## config.mk

```make
export PLATFORM = sky130hd
export DESIGN_NAME = core_dispatch_sched
export DESIGN_NICKNAME = d
export VERILOG_FILES = /design/src/rtl/core_dispatch_sched.sv
export SDC_FILE = /design/constraint.sdc
export NUM_CORES = 1
export LEC_CHECK = 0
export CAP_MARGIN = 20
export CORE_ASPECT_RATIO = 0.9
export CORE_MARGIN = 2
export CORE_UTILIZATION = 50
export CTS_BUF_LIST = sky130_fd_sc_hd__clkbuf_16
export DETAILED_ROUTE_END_ITERATION = 10
export GPL_ROUTABILITY_DRIVEN = 0
export PLACE_DENSITY = 0.8
export RECOVER_POWER = 100
export SYNTH_ARGS = -nofsm -noshare
export SYNTH_HDL_FRONTEND = slang
export SYNTH_SLANG_ARGS = --single-unit
export TNS_END_PERCENT = 10
```

## constraint.sdc

```tcl
create_clock -name clk -period 2.75 [get_ports clk]
set_input_delay 0.55 -clock clk [delete_from_list [all_inputs] [get_ports clk]]
set_output_delay 0.55 -clock clk [all_outputs]
set_load 0.01 [all_outputs]
```

## src/rtl/core_dispatch_sched.sv

```systemverilog
// core_dispatch_sched: hands out the tiles of a job to a pool of compute cores.
// For each tile it finds a free core round-robin, asks the act/weight loader to fill
// that core's row memories, fires a one-cycle core_start, and marks the core busy.
// Once every tile is issued it waits for all cores to finish, then pulses done.
// Optional feature: define DISPATCH_STALL_CNT_EN to build the 32-bit stall counter
// (SEARCH cycles with no free core); without it stall_cycles is tied to zero.
module core_dispatch_sched #(
  parameter int NUM_CORE = 4,
  parameter int TILE_W   = 16
) (
  input  logic                        clk,
  input  logic                        resetn,
  input  logic                        start,
  input  logic [TILE_W-1:0]           num_tiles,
  output logic                        load_req,
  output logic [$clog2(NUM_CORE)-1:0] load_core_id,
  input  logic                        load_ack,
  output logic [NUM_CORE-1:0]         core_start,
  input  logic [NUM_CORE-1:0]         core_done,
  output logic [NUM_CORE-1:0]         busy_mask,
  output logic                        done,
  output logic [31:0]                 stall_cycles
);

  localparam int IdW = $clog2(NUM_CORE);

  typedef enum logic [2:0] {
    IDLE,
    SEARCH,
    LOAD,
    START,
    DRAIN,
    DONE
  } state_t;

  state_t              state_q, state_d;
  logic [NUM_CORE-1:0] busyMask_q, busyMask_d;
  logic [IdW-1:0]      rrPtr_q, rrPtr_d;
  logic [IdW-1:0]      grantId_q, grantId_d;
  logic [TILE_W-1:0]   tilesIssued_q, tilesIssued_d;
  logic [TILE_W-1:0]   numTiles_q, numTiles_d;

  logic [NUM_CORE-1:0] setMask;
  logic                freeFound;
  logic [IdW-1:0]      freeId;
  logic [IdW-1:0]      scanIdx;

  // Find the first idle core at or above the round-robin pointer, wrapping around.
  always_comb begin
    freeFound = 1'b0;
    freeId    = '0;
    scanIdx   = '0;
    for (int k = 0; k < NUM_CORE; k++) begin
      scanIdx = rrPtr_q + k[IdW-1:0];
      if (!freeFound && !busyMask_q[scanIdx]) begin
        freeFound = 1'b1;
        freeId    = scanIdx;
      end
    end
  end

  // Next-state logic for the job sequencer, including the one-hot start mask for START.
  always_comb begin
    state_d       = state_q;
    grantId_d     = grantId_q;
    rrPtr_d       = rrPtr_q;
    tilesIssued_d = tilesIssued_q;
    numTiles_d    = numTiles_q;
    setMask       = '0;
    case (state_q)
      IDLE: begin
        if (start) begin
          numTiles_d    = num_tiles;
          tilesIssued_d = '0;
          state_d       = (num_tiles == '0) ? DONE : SEARCH;
        end
      end
      SEARCH: begin
        if (freeFound) begin
          grantId_d = freeId;
          state_d   = LOAD;
        end
      end
      LOAD: begin
        if (load_ack) begin
          state_d = START;
        end
      end
      START: begin
        setMask[grantId_q] = 1'b1;
        tilesIssued_d      = tilesIssued_q + 1'b1;
        rrPtr_d            = grantId_q + 1'b1;
        state_d            = (tilesIssued_d == numTiles_q) ? DRAIN : SEARCH;
      end
      DRAIN: begin
        if (busyMask_q == '0) begin
          state_d = DONE;
        end
      end
      DONE: begin
        state_d = IDLE;
      end
      default: begin
        state_d = IDLE;
      end
    endcase
  end

  // Busy flags: completions clear, a fresh start sets, and the set wins on the same core.
  always_comb begin
    busyMask_d = (busyMask_q & ~core_done) | setMask;
  end

  // State and bookkeeping registers; reset aborts any job in flight.
  always_ff @(posedge clk) begin
    if (!resetn) begin
      state_q       <= IDLE;
      busyMask_q    <= '0;
      rrPtr_q       <= '0;
      grantId_q     <= '0;
      tilesIssued_q <= '0;
      numTiles_q    <= '0;
    end else begin
      state_q       <= state_d;
      busyMask_q    <= busyMask_d;
      rrPtr_q       <= rrPtr_d;
      grantId_q     <= grantId_d;
      tilesIssued_q <= tilesIssued_d;
      numTiles_q    <= numTiles_d;
    end
  end

  // Handshake outputs decode the state and are held quiet while reset is asserted.
  always_comb begin
    load_req     = 1'b0;
    load_core_id = '0;
    core_start   = '0;
    done         = 1'b0;
    if (resetn) begin
      if (state_q == LOAD) begin
        load_req     = 1'b1;
        load_core_id = grantId_q;
      end
      core_start = setMask;
      done       = (state_q == DONE);
    end
  end

  assign busy_mask = busyMask_q;

`ifdef DISPATCH_STALL_CNT_EN
  logic [31:0] stallCnt_q, stallCnt_d;

  // Count SEARCH cycles that find every core busy, saturating; a new job clears it.
  always_comb begin
    stallCnt_d = stallCnt_q;
    if (state_q == IDLE && start) begin
      stallCnt_d = '0;
    end else if (state_q == SEARCH && !freeFound && stallCnt_q != '1) begin
      stallCnt_d = stallCnt_q + 32'd1;
    end
  end

  // Stall counter register.
  always_ff @(posedge clk) begin
    if (!resetn) begin
      stallCnt_q <= '0;
    end else begin
      stallCnt_q <= stallCnt_d;
    end
  end

  assign stall_cycles = stallCnt_q;
`else
  assign stall_cycles = 32'd0;
`endif

endmodule

```

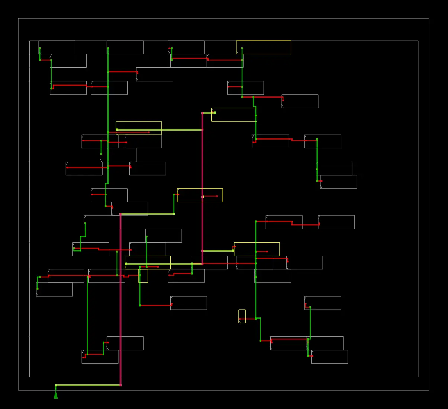
(images/clock_nets.png)
registers: 43
clock buffer count from CTS: 5
Clock Sinks: 43
clkbuf count: 5
Power Clock: 0.655 mW

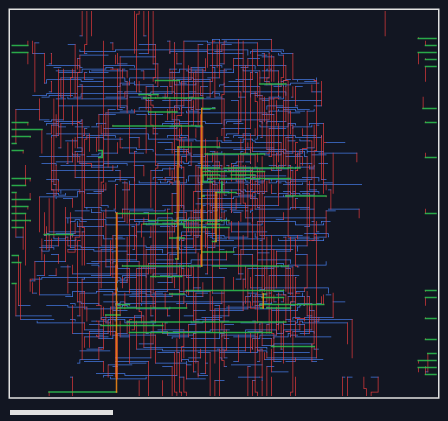
(images/layers.png)
Scale bar: 20 um.
[blue] M1 | wire length: 2810 um
[red] M2 | wire length: 2980 um
[orange] M4 | wire length: 99.3 um
[green] M3 | wire length: 481 um

==> impl_metrics.toml <==
# synthesis and place-and-route metrics
[routing]
drt-pass1-iter-count = 4
wl_met1_um = 2807
maxUsedRoutingLayer = "met4"
drt_wl_total_um = 6362
antenna_left = 0
vias = 2560

[global_routing]
grt_pass1_vias = 2264
use_met3_pct = 3.070
grt_pass1_wl_um = 10450
antenna_found_initial = 0
grtUsageMet1_pct = 26.75
overflow = 0
grtUsageTotal_pct = 20.61

[critical_path]
arrival_ns = 2.08
critPathCaptureType = "primary output"
cp.depth = 4
r2r_start = "tilesIssued_q[0]$_SDFFE_PN0P_"
reg2regPathDepth = 7

[floorplanning]
nWellTaps = 67
die_y_um = 75.25
core_area_um2 = 5349
rows = 25
io_pins = 68

[synth]
aoi_share_pct = 18.54
flop_cell = "dfxtp_1"
ys_warn_count = 0
netlist_area_um2 = 2820
adder_share_pct = 2.218
ys_area_um2 = 2820
logic_family = "simple AND/OR/NAND/NOR gates"
yosys.area.top_type = "dfxtp_1"
postSynthSeqShare_pct = 30.52
yosys.area.top_type_share_pct = 30.52
edf_count = 0
synthTopCellsByCount = "56 x nand2_1, 43 x dfxtp_1, 34 x buf_4"
mux_share_pct = 0.3549

[pwr]
netSwitchingFraction_pct = 29.56
seq_power_share_pct = 40.2
cellLeakagePower_nw = 1.248
comb-power_mw = 0.413
p_int_mw = 1.259
p_per_area_nw_per_um2 = 550.3
power-top-group = "sequential cells"
pg_seq_mw = 0.719
switchingPower_mw = 0.5282

[cts]
clkLatencyLatePin_ns = 0.28
cts_hold_buf = 0
cts_setup_buffers = 0

[layout]
fin_cells = 462
fill_cells = 471
logic_gates = 290
fin_nets = 423
inv_count = 7
n_antenna_cell = 0
flop_area_um2 = 860.8
largest_class = "combinational gates"
layout_top_cell = "nand2_1"
final_cell_mix = "56 x nand2_1, 43 x dfxtp_1, 32 x conb_1"
final_util_pct = 60.70
logic_area_um2 = 1687
clock_cell_area_share_pct = 5.048

[min_path]
min_path_cells = 2

[final_timing]
fin_tns_setup_ns = 0
setup_viol = 0
setup_slack_ns = 0.1205
period_minus_slack_ns = 2.629
rsz0062_at_grt = "false"
fin_worst_skew_ns = 0.003557

[run_status]
status = "finished clean"

[job]
drv_cap = 0
warnings = 29

[placement]
pre_cts_ws_ns = 0.1592
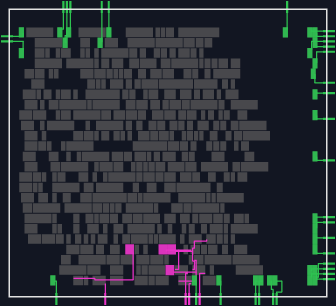
(images/port_trees.png)
[magenta] core_start | direction: output | end cells: 4 | wire: 88.7 um
[green] stall_cycles | direction: output | end cells: 32 | wire: 136 um

Power is estimated from default activity; no workload was simulated.
